File: config.mk
export PLATFORM = sky130hd
export DESIGN_NAME = ocp_copy_engine
export DESIGN_NICKNAME = d
export VERILOG_FILES = /design/src/rtl/ocp_copy_engine_pkg.sv /design/src/rtl/ocp_copy_engine.sv
export SDC_FILE = /design/constraint.sdc
export NUM_CORES = 1
export LEC_CHECK = 0
export CAP_MARGIN = 20
export CORE_MARGIN = 4
export CORE_UTILIZATION = 30
export DETAILED_ROUTE_END_ITERATION = 10
export PLACE_DENSITY = 0.57
export SETUP_SLACK_MARGIN = 0.4
export SYNTH_ARGS = -nofsm -noshare
export SYNTH_HDL_FRONTEND = slang
export SYNTH_SLANG_ARGS = --single-unit
File: constraint.sdc
create_clock -name clk -period 3.47 [get_ports clk]
set_clock_uncertainty 0.15 [all_clocks]
set_input_delay 0.694 -clock clk [delete_from_list [all_inputs] [get_ports clk]]
set_output_delay 0.694 -clock clk [all_outputs]
set_load 0.03 [all_outputs]
File: src/rtl/ocp_copy_engine_pkg.sv
// ---------------------------------------------------------------------------
// ocp_copy_engine_pkg
//   Shared OCP constants and bus widths for the copy engine slice.
//   Contents:
//     ADDR_WIDTH / DATA_WIDTH / BEN_WIDTH  bus widths (32-bit byte address,
//                                          32-bit data, one enable per byte)
//     OCP_CMD_*                            MCmd encodings (IDLE/WRITE/READ)
//     OCP_RESP_*                           SResp encodings (NULL/DVA/FAIL/ERR)
//     WORD_BYTES                           address stride between words
//     word_align()                         clears the byte-offset bits
// ---------------------------------------------------------------------------
package ocp_copy_engine_pkg;

  localparam int ADDR_WIDTH = 32;
  localparam int DATA_WIDTH = 32;
  localparam int BEN_WIDTH  = DATA_WIDTH / 8;

  localparam logic [2:0] OCP_CMD_IDLE  = 3'b000;
  localparam logic [2:0] OCP_CMD_WRITE = 3'b001;
  localparam logic [2:0] OCP_CMD_READ  = 3'b010;

  localparam logic [1:0] OCP_RESP_NULL = 2'b00;
  localparam logic [1:0] OCP_RESP_DVA  = 2'b01;
  localparam logic [1:0] OCP_RESP_FAIL = 2'b10;
  localparam logic [1:0] OCP_RESP_ERR  = 2'b11;

  localparam logic [ADDR_WIDTH-1:0] WORD_BYTES = ADDR_WIDTH'(4);
  localparam logic [BEN_WIDTH-1:0]  BEN_ALL    = '1;

  // Word transfers only: the two byte-offset bits are always forced to zero.
  function automatic logic [ADDR_WIDTH-1:0] word_align(input logic [ADDR_WIDTH-1:0] addr);
    return {addr[ADDR_WIDTH-1:2], 2'b00};
  endfunction

endpackage : ocp_copy_engine_pkg

File: src/rtl/ocp_copy_engine.sv
// ---------------------------------------------------------------------------
// ocp_copy_engine
//   OCP initiator that copies a block of 32-bit words from a source region to
//   a destination region with one outstanding transaction at a time
//   (read word, write word, repeat). Used for boot shadowing of ROM into RAM
//   and for CPU-directed memory-to-memory moves.
//
//   Optional build macro: OCP_COPY_CSUM_EN
//     defined   -> o_csum port present; XOR of every word read with a DVA
//                  response since the last accepted start (valid at o_done,
//                  including words read before an abort).
//     undefined -> no o_csum port and no accumulator.
//
//   Ports
//     clk, nrst        clock; asynchronous active-low reset
//     i_start          start pulse, only sampled while idle
//     i_src_addr       source byte address (bits [1:0] ignored)
//     i_dst_addr       destination byte address (bits [1:0] ignored)
//     i_count          number of words to copy (0 = finish without bus traffic)
//     o_busy           high from start accept until the done pulse
//     o_done           one-cycle pulse at completion or abort
//     o_error          sticky abort flag, cleared by the next accepted start
//     o_MAddr/o_MCmd/o_MData/o_MByteEn   OCP master request (registered)
//     i_SCmdAccept     slave accepts the current command at the clock edge
//     i_SData/i_SResp  slave read data and response
//     o_csum           XOR checksum of read data (OCP_COPY_CSUM_EN only)
//
//   Timing with a zero-wait slave: 4 cycles per word; o_done is high in the
//   cycle 4N+2 after the cycle in which i_start was sampled.
// ---------------------------------------------------------------------------
module ocp_copy_engine
  import ocp_copy_engine_pkg::*;
#(
  parameter int CNT_W = 16
) (
  input  logic                  clk,
  input  logic                  nrst,
  input  logic                  i_start,
  input  logic [ADDR_WIDTH-1:0] i_src_addr,
  input  logic [ADDR_WIDTH-1:0] i_dst_addr,
  input  logic [CNT_W-1:0]      i_count,
  output logic                  o_busy,
  output logic                  o_done,
  output logic                  o_error,
  output logic [ADDR_WIDTH-1:0] o_MAddr,
  output logic [2:0]            o_MCmd,
  output logic [DATA_WIDTH-1:0] o_MData,
  output logic [BEN_WIDTH-1:0]  o_MByteEn,
  input  logic                  i_SCmdAccept,
  input  logic [DATA_WIDTH-1:0] i_SData,
  input  logic [1:0]            i_SResp
`ifdef OCP_COPY_CSUM_EN
  ,
  output logic [DATA_WIDTH-1:0] o_csum
`endif
);

  // FSM encodings are private to this block.
  typedef enum logic [2:0] {
    ST_IDLE    = 3'd0,
    ST_RD_CMD  = 3'd1,
    ST_RD_RESP = 3'd2,
    ST_WR_CMD  = 3'd3,
    ST_WR_RESP = 3'd4,
    ST_FIN     = 3'd5
  } state_e;

  state_e                state;
  logic [ADDR_WIDTH-1:0] src_q;
  logic [ADDR_WIDTH-1:0] dst_q;
  logic [CNT_W-1:0]      remaining_q;

  // Post-increment addresses; the adder width makes them wrap modulo
  // 2**ADDR_WIDTH with no special handling.
  logic [ADDR_WIDTH-1:0] src_next;
  logic [ADDR_WIDTH-1:0] dst_next;
  assign src_next = src_q + WORD_BYTES;
  assign dst_next = dst_q + WORD_BYTES;

  // The write-data register o_MData doubles as the capture register for the
  // word returned by the read, so no separate data buffer is kept.
  // NOTE: sequential state is assigned with <= only, so every branch below
  // sees the values from before this clock edge regardless of statement order.
  always_ff @(posedge clk or negedge nrst) begin
    if (!nrst) begin
      // NOTE: the address/count datapath is reset along with the control
      // state so that a mid-transfer reset leaves no stale context behind.
      state       <= ST_IDLE;
      src_q       <= '0;
      dst_q       <= '0;
      remaining_q <= '0;
      o_busy      <= 1'b0;
      o_done      <= 1'b0;
      o_error     <= 1'b0;
      o_MAddr     <= '0;
      o_MCmd      <= OCP_CMD_IDLE;
      o_MData     <= '0;
      o_MByteEn   <= '0;
`ifdef OCP_COPY_CSUM_EN
      o_csum      <= '0;
`endif
    end else begin
      o_done <= 1'b0;

      case (state)
        ST_IDLE: begin
          if (i_start) begin
            src_q       <= word_align(i_src_addr);
            dst_q       <= word_align(i_dst_addr);
            remaining_q <= i_count;
            o_error     <= 1'b0;
            o_busy      <= 1'b1;
`ifdef OCP_COPY_CSUM_EN
            o_csum      <= '0;
`endif
            if (i_count == '0) begin
              state <= ST_FIN;
            end else begin
              state     <= ST_RD_CMD;
              o_MCmd    <= OCP_CMD_READ;
              o_MAddr   <= word_align(i_src_addr);
              o_MByteEn <= BEN_ALL;
            end
          end
        end

        // Command, address and byte enables stay untouched until accepted.
        ST_RD_CMD: begin
          if (i_SCmdAccept) begin
            state     <= ST_RD_RESP;
            o_MCmd    <= OCP_CMD_IDLE;
            o_MByteEn <= '0;
          end
        end

        ST_RD_RESP: begin
          case (i_SResp)
            OCP_RESP_DVA: begin
              state     <= ST_WR_CMD;
              o_MCmd    <= OCP_CMD_WRITE;
              o_MAddr   <= dst_q;
              o_MData   <= i_SData;
              o_MByteEn <= BEN_ALL;
`ifdef OCP_COPY_CSUM_EN
              o_csum    <= o_csum ^ i_SData;
`endif
            end
            OCP_RESP_FAIL, OCP_RESP_ERR: begin
              state   <= ST_FIN;
              o_error <= 1'b1;
            end
            default: ; // NULL: keep waiting for the response
          endcase
        end

        ST_WR_CMD: begin
          if (i_SCmdAccept) begin
            state     <= ST_WR_RESP;
            o_MCmd    <= OCP_CMD_IDLE;
            o_MByteEn <= '0;
          end
        end

        ST_WR_RESP: begin
          case (i_SResp)
            OCP_RESP_DVA: begin
              src_q       <= src_next;
              dst_q       <= dst_next;
              remaining_q <= remaining_q - CNT_W'(1);
              if (remaining_q == CNT_W'(1)) begin
                state <= ST_FIN;
              end else begin
                state     <= ST_RD_CMD;
                o_MCmd    <= OCP_CMD_READ;
                o_MAddr   <= src_next;
                o_MByteEn <= BEN_ALL;
              end
            end
            OCP_RESP_FAIL, OCP_RESP_ERR: begin
              state   <= ST_FIN;
              o_error <= 1'b1;
            end
            default: ;
          endcase
        end

        ST_FIN: begin
          state  <= ST_IDLE;
          o_done <= 1'b1;
          o_busy <= 1'b0;
        end

        default: begin
          state     <= ST_IDLE;
          o_busy    <= 1'b0;
          o_MCmd    <= OCP_CMD_IDLE;
          o_MByteEn <= '0;
        end
      endcase
    end
  end

endmodule : ocp_copy_engine

==> results.sh, run 1 <==
# implementation run metrics
export IMPL_outcome="complete, no violations"
export IMPL_grt_pass1_wl_um=43800
export IMPL_powerDensity_nw_per_um2=903
export IMPL_num_fill_cells=2894
export IMPL_r2r_end="o_MByteEn[2]"
export IMPL_grt_pass1_vias=7808
export IMPL_drive_above_1_share_pct=11.4
export IMPL_reg2reg_from="remaining_q[9]"
export IMPL_ff2ff_path_depth=6
export IMPL_max_slew_margin_pct=36.8
export IMPL_yosys_warnings=0
export IMPL_ys_seq_share_pct=42.5
export IMPL_pre_cts_slack_ps=261
export IMPL_peakVddDrop_v=0.000365
export IMPL_fin_crit_sh_pct=80.8
export IMPL_drc_errors=0
export IMPL_crit_type="input port to flip-flop"
export IMPL_topCellsByArea="dfrtp_1 (43%), o21ai_0 (5.0%), a21oi_1 (4.8%)"
export IMPL_die_area_um2=31800
export IMPL_htree_levels=4
export IMPL_crit_path_end="dst_q[24]"
export IMPL_min_path_type="input port to async pin"
export IMPL_leakage_uw=0.00432
export IMPL_top_cells_by_count="dfrtp_1 (148), o21ai_0 (87), a21oi_1 (84), nand2_1 (76), clkbuf_1 (69)"
export IMPL_worst_slack_ps=665
export IMPL_avgViaCountPerCell=5.48
export IMPL_cts_buffer_depth=2
export IMPL_syn_inst=960
export IMPL_port_buffers=186
export IMPL_ys_flop_type="dfrtp_1"
export IMPL_syn_area_um2=8700
export IMPL_grt_max_degree=110
export IMPL_synth_top_area_share_pct=42.5
export IMPL_cp_required_ps=3620
export IMPL_rsz0062_at_grt="no"
export IMPL_drt_iter0_drc=573
export IMPL_cts_sinks=148
export IMPL_cts_resized=0
export IMPL_nets=1222
export IMPL_edf_count=0
export IMPL_final_antenna_net_count=0
export IMPL_drt_pass1_iterations=5
export IMPL_hpwlAfterDp_um=19100
export IMPL_top_area_cell="dfrtp_1"
export IMPL_tightest_slew_ps=949
export IMPL_avgSynthCellArea_um2=9.07
export IMPL_placed_cells=1465
export IMPL_chipHeight_um=178
export IMPL_cts_hold_buf=0
export IMPL_max_freq_ghz=0.357
export IMPL_yosysMostFrequentCell="dfrtp_1"
export IMPL_synth_chip_area_um2=8700
export IMPL_io_pins=192
export IMPL_gr_total_overflow=0
export IMPL_place_gp_congestion=0.813
export IMPL_cts_tree="done"
export IMPL_ys_cells=960
export IMPL_antenna_found_initial=1
export IMPL_cts_buffers=17
export IMPL_r2r_slack_ps=690
export IMPL_die_w_um=178
export IMPL_synthDistinctLibCells=62
export IMPL_hold_violations=0
export IMPL_warning_count=33
export IMPL_fp_coreArea_um2=28700
export IMPL_cp_start_kind="input port"
export IMPL_row_count=62
export IMPL_grtUsageTotal_pct=17.4
export IMPL_drv_slew=0
export IMPL_stdcell_count=1498
export IMPL_clkTransAtPathRegs_ps=60
export IMPL_cts_root_buf="clkbuf_16"
export IMPL_wl_per_cell_um=18.7
export IMPL_timing_setup_tns_ps=0
export IMPL_path_max_fanout=84
export IMPL_ys_ff=148
export IMPL_clock_latency_ps=430
export IMPL_critPathLaunch="i_SResp[1]"
export IMPL_fp_nets=1082
export IMPL_synth_async_reset_ratio_pct=100
export IMPL_worst_setup_path_end_kind="flip-flop"
export IMPL_maxCapViolations=0
export IMPL_arrival_ps=2950
export IMPL_postCtsSetupBuffers=0
export IMPL_setup_viol=0
export IMPL_finalCriticalPeriod_ps=2800
export IMPL_initial_core_util_pct=30.3
-- run 1: power breakdown --
group,switching (uW),leakage (uW),internal [uW]
Combinational,2790,0.00229,2250
Sequential,931,0.00174,2560
Clock,826,0.000286,1030
Total,4550,0.00432,5850
-- run 1: per-layer routing --
layer	GRT usage [%]	wire, um	vias to the layer above
met2	25.8	12300	284
met1	25.4	13300	3957
met4	5.50	629	0
met5	0	0	-
met3	3.43	1850	34
li1	-	-	3927
-- run 1: cells by family (layout without fill, tap and decap cells) --
group                      after synthesis  count (layout)  synth area share (%)
xor gates and xnor gates                15              15                  1.51
AOI/OAI and AO/OA                      338             338                  25.2
muxes                                   50              50                  6.96
DFF                                    148             148                  42.5
buffers and inverters                  104             257                  5.10
and+or+nand+nor                        300             300                  18.1
adders and majority gates                4               4                 0.575
other                                    1               2                0.0431
-- run 1: flip-flops by register name (all words and copies together), names as in the netlist --
name / flops
dst_q: 30
o_MAddr: 31
o_MByteEn: 1
o_MCmd: 2
o_MData: 32
o_busy: 1
o_done: 1
o_error: 1
remaining_q: 16
src_q: 30
state: 3
-- run 1: worst min path at each step --
stage / from / end / slack [ps]
global route: nrst / src_q[27] / 200
finish: nrst / o_MAddr[25] / 170
CTS: nrst / src_q[27] / 170
global placement: o_MCmd[0] / o_MCmd[0] / 310
detailed placement: remaining_q[15] / remaining_q[15] / 320
floorplan: nrst / dst_q[10] / 250
-- run 1: critical path, stage by stage --
cell,delay (ps)
clkdlybuf4s50_1,570
and3b_1,250
o21ai_4,160
buf_4,740
nor2_1,120
a311oi_1,290
nor3_1,90
-- run 1: per-stage QoR --
stage | cell area (um2) | power [uW] | hold slack [ps]
final | 11500 | 10400 | 165
after global routing | 11500 | 11100 | 201
after CTS | 11500 | 10500 | 172
after detailed placement | 10900 | 8570 | 321
after global placement | 10900 | 8470 | 311
after floorplan | 8700 | 6690 | 248
-- run 1: area by class of cell --
type / count / area [um2] / share of cell area, %
timing repair buffer: 210 / 2110 / 18.3
sequential: 148 / 3700 / 32.2
clock inverter: 14 / 140 / 1.22
antenna: 1 / 2.50 / 0.0217
inverter: 15 / 56.3 / 0.489
tap: 384 / 480 / 4.17
clock buffer: 18 / 439 / 3.81
multi-input combinational: 708 / 4590 / 39.9
-- run 1: layout by cell type (no fill, tap or decap), types with 7 or more instances in the layout --
cell / count
a21oi_1: 84
a22oi_1: 27
a2bb2oi_1: 14
a31oi_1: 25
a31oi_2: 8
and2_1: 10
and3_1: 12
and4_1: 9
buf_4: 19
clkbuf_16: 17
clkdlybuf4s50_1: 185
dfrtp_1: 148
inv_1: 15
mux2_2: 36
mux2_4: 12
nand2_1: 75
nand3_1: 31
nand4_1: 26
nor2_1: 45
nor3_1: 22
nor4_1: 28
o21ai_0: 86
o22a_1: 12
o22ai_1: 17
o2bb2ai_1: 7
o31a_1: 10
or3_1: 13
xnor2_1: 9
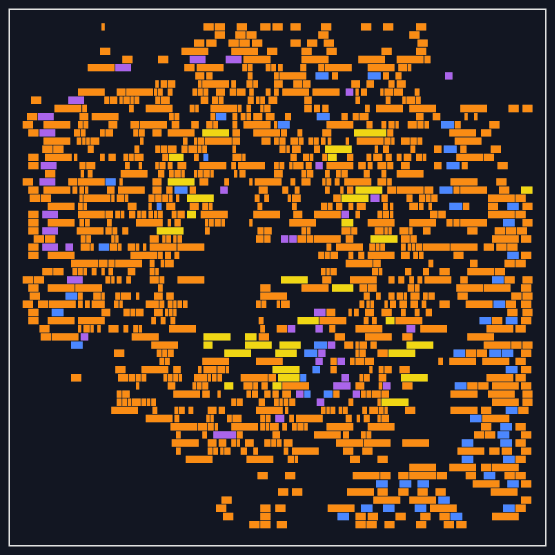
(run_1/sizing.png)
Drawn at 3 px/um.
legend:
  orange:
    size: x1 and smaller
    cells: 986
    most_used: clkdlybuf4s50_1
  yellow:
    size: x6 and larger
    cells: 33
    most_used: clkbuf_16
  purple:
    size: x3 and x4
    cells: 38
    most_used: buf_4
  blue:
    size: x2
    cells: 56
    most_used: mux2_2
Area Overhead vs Synth: 32.3%
Finished Cell Area: 11,500 um2
Non-Clock Buffer Count: 210

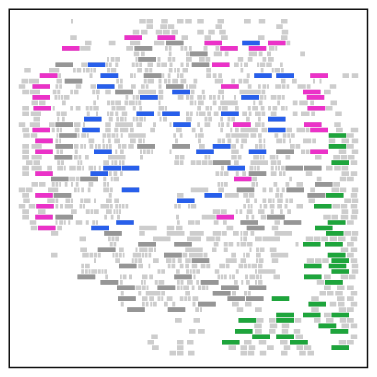
(run_1/ff_map.png)
Drawn at 2 px/um.
legend:
  green:
    signal: o_MData
    flops: 32
  magenta:
    signal: o_MAddr
    flops: 31
  blue:
    signal: src_q
    flops: 30
Seq/total area: 32.2%
Flop+latch power: 3500 uW
fin util: 40.1%

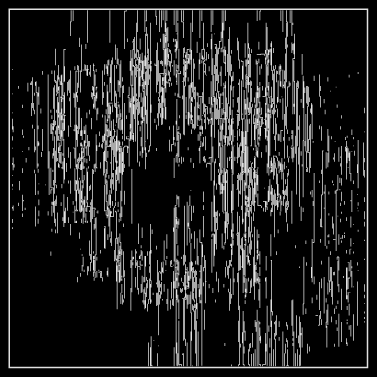
(run_1/m2.png)
Drawn at 2 px/um.
nets with wire on the layer: 987
wire length on this layer: 12,300 um
share of all routed wire: 44%
Vias: 8,202
met2 Use GR: 25.8%
final wirelength: 28,100 um

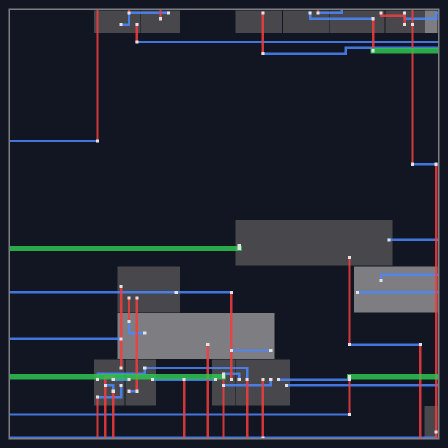
(run_1/closeup.png)
Region (77, 77) to (102, 102) um. Cells in grey, sequential cells in the stronger grey; small squares are vias.
legend:
  blue:
    layer: M1
  red:
    layer: M2
  green:
    layer: M3
netlist names of flops here include: src_q (2)
sequential cells in the window: 2
most frequent: dfrtp_1 (2)
cells with their middle in the window: 8

==> run_1/congestion_map.png <==
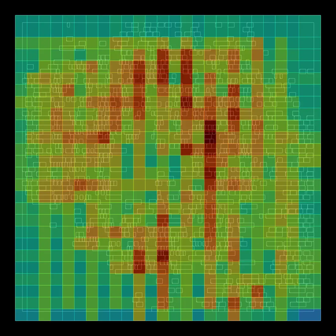

==> run 2, diff against run 1 <==
- clock period: 3.47 -> 2.83 ns (I/O delays scaled with it)
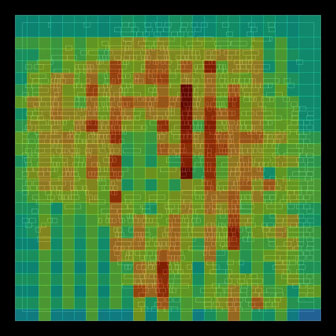
(run_2/congestion_map.png)
fin util: 41.5%
Tot GR Track Use: 17.7%
M3 GR Usage: 4.01%

==> run 2 against run 1 <==
Global-route usage is 0.36 points higher. Setup slack worse by 260 ps. Cell area grew 3.4%. Register-to-register slack got worse by 280 ps. First-iteration DRC count is 14% higher. Clock power up 25%. Power up 27%. Critical path type is now flip-flop to flip-flop. Hold slack better by 170 ps.
==> results.sh, run 2 <==
# implementation run metrics
export IMPL_outcome="complete, no violations"
export IMPL_clkTransAtPathRegs_ps=70
export IMPL_ys_cells=960
export IMPL_hold_violations=0
export IMPL_synth_chip_area_um2=8700
export IMPL_yosys_warnings=0
export IMPL_top_register="o_MData"
export IMPL_edf_count=0
export IMPL_row_count=62
export IMPL_wl_met1_um=13400
export IMPL_worst_setup_path_end_kind="flip-flop"
export IMPL_max_slew_margin_pct=60.3
export IMPL_peakVddDrop_v=0.000430
export IMPL_ff2ff_path_depth=6
export IMPL_cts_buffer_depth=2
export IMPL_num_vias=8348
export IMPL_met2_length_um=12800
export IMPL_syn_inst=960
export IMPL_min_delay_start="o_MCmd[0]"
export IMPL_finalCriticalPeriod_ps=2420
export IMPL_gr_total_overflow=0
export IMPL_tightest_slew_ps=595
export IMPL_min_to="o_MCmd[0]"
export IMPL_cts_sinks=148
export IMPL_path_max_fanout=10
export IMPL_final_antenna_net_count=0
export IMPL_io_pins=192
export IMPL_lay_top_count="clkdlybuf4s50_1"
export IMPL_total_power_uw=13200
export IMPL_largest_reg_flops=32
export IMPL_fp_nets=1082
export IMPL_clock_latency_ps=440
export IMPL_die_w_um=178
export IMPL_synth_top_area_share_pct=42.5
export IMPL_die_area_um2=31800
export IMPL_lay_top_cells="clkdlybuf4s50_1 (185), dfrtp_1 (145), o21ai_0 (86), a21oi_1 (84), nand2_1 (75)"
export IMPL_topCellsByArea="dfrtp_1 (43%), o21ai_0 (5.0%), a21oi_1 (4.8%)"
export IMPL_drv_slew=0
export IMPL_wl_per_cell_um=18.8
export IMPL_synthDistinctLibCells=62
export IMPL_top_area_cell="dfrtp_1"
export IMPL_drive_above_1_share_pct=15.1
export IMPL_powerDensity_nw_per_um2=1110
export IMPL_initial_core_util_pct=30.3
export IMPL_wirelength_um=28800
export IMPL_nets=1258
export IMPL_fin_crit_sh_pct=85.7
export IMPL_drt_pass1_iterations=5
export IMPL_cts_buffers=17
export IMPL_ys_ff=148
export IMPL_avgSynthCellArea_um2=9.07
export IMPL_avgViaCountPerCell=5.45
export IMPL_grt_max_degree=85
export IMPL_cpMaxStageDelayCell="or4_4"
export IMPL_max_stage_delay_ps=490
export IMPL_yosysMostFrequentCell="dfrtp_1"
export IMPL_setup_viol=0
export IMPL_r2r_end="o_MAddr[7]"
export IMPL_drc_errors=0
export IMPL_timing_hold_ws_ps=332
export IMPL_reg_top3="o_MData (32), o_MAddr (31)"
export IMPL_max_freq_ghz=0.412
export IMPL_leakage_uw=0.00451
export IMPL_crit_type="flip-flop to flip-flop"
export IMPL_min_path_type="flip-flop to flip-flop"
export IMPL_cp_start_kind="flip-flop"
export IMPL_drt_iter0_drc=652
export IMPL_syn_area_um2=8700
export IMPL_synth_async_reset_ratio_pct=100
export IMPL_top_cells_by_count="dfrtp_1 (148), o21ai_0 (87), a21oi_1 (84), nand2_1 (76), clkbuf_1 (69)"
export IMPL_place_gp_congestion=0.808
export IMPL_fp_coreArea_um2=28700
export IMPL_port_buffers=186
export IMPL_arrival_ps=2590
export IMPL_maxCapViolations=0
export IMPL_ys_seq_share_pct=42.5
## run 2: cell families (layout without fill, tap and decap cells)
kind of cell | Yosys count | count (layout) | synth area share [%]
AOI/OAI and AO/OA | 338 | 338 | 25.2
other | 1 | 1 | 0.0431
and+or+nand+nor | 300 | 300 | 18.1
DFF | 148 | 148 | 42.5
xor gates and xnor gates | 15 | 15 | 1.51
muxes | 50 | 50 | 6.96
buffers and inverters | 104 | 293 | 5.10
adders and majority gates | 4 | 4 | 0.575
## run 2: layout make-up
cell class | count | area, um2
Inverter | 15 | 56.3
Fill cell | 2859 | 16800
Timing Repair Buffer | 246 | 2430
Clock inverter | 15 | 156
Sequential cell | 148 | 3710
Multi-Input combinational cell | 708 | 4650
Tap cell | 384 | 480
Clock buffer | 17 | 425
## run 2: what timing repair did
item | 4_1_cts | 5_1_grt
endpoints found under the hold margin | 46 | 0
pin swaps | 1 | 2
setup endpoints to repair | 35 | 58
hold buffers | 1 | 0
gates resized | 9 | 9
buffers inserted | 3 | 8
gates cloned | 1 | 0
## run 2: layer usage
| layer | GRT usage (%) | vias up |
|---|---|---|
| met2 | 27.2 | 321 |
| met1 | 25.5 | 4026 |
| met3 | 4.01 | 18 |
| li1 | - | 3983 |
| met4 | 4.16 | 0 |
| met5 | 0 | - |
## run 2: worst max path at each step
stage                               start           to  slack (ps)  cells past startpoint
after global routing      remaining_q[12]   o_MAddr[7]         370                      6
final                     remaining_q[12]   o_MAddr[7]         410                      6
after detailed placement       i_count[5]   o_MAddr[6]        -300                      8
after global placement         i_count[5]  o_MAddr[10]        -300                      8
after floorplan           remaining_q[12]  o_MAddr[10]         410                      7
after CTS                 remaining_q[12]   o_MAddr[9]         400                      6
## run 2: power by group
group	internal, uW	switching, uW	leakage (uW)	total, uW
clock network	1250	1070	0.000283	2320
logic	3020	3620	0.00249	6640
registers	3150	1080	0.00174	4230
total	7420	5770	0.00451	13200
## run 2: worst max-delay path, delay by kind of cell, from the launching register on
family | cells | cell delay, ps
flip-flops | 1 | 380
AND/OR/NAND/NOR | 4 | 1290
buffers and inverters | 1 | 160
multiplexers | 1 | 300
## run 2: stage by stage
stage / setup TNS, ps / util [%] / instances / instance area, um2 / setup slack [ps]
CTS: 0 / 41.2 / 1525 / 11800 / 400
floorplan: 0 / - / 960 / 8700 / 408
global placement: -8710 / 38.8 / 1488 / 11100 / -298
detailed placement: -8530 / 38.8 / 1488 / 11100 / -295
finish: 0 / 41.5 / 1533 / 11900 / 406
global route: 0 / 41.5 / 1533 / 11900 / 372
No activity file was given, so power comes from the tool's default toggle rates.
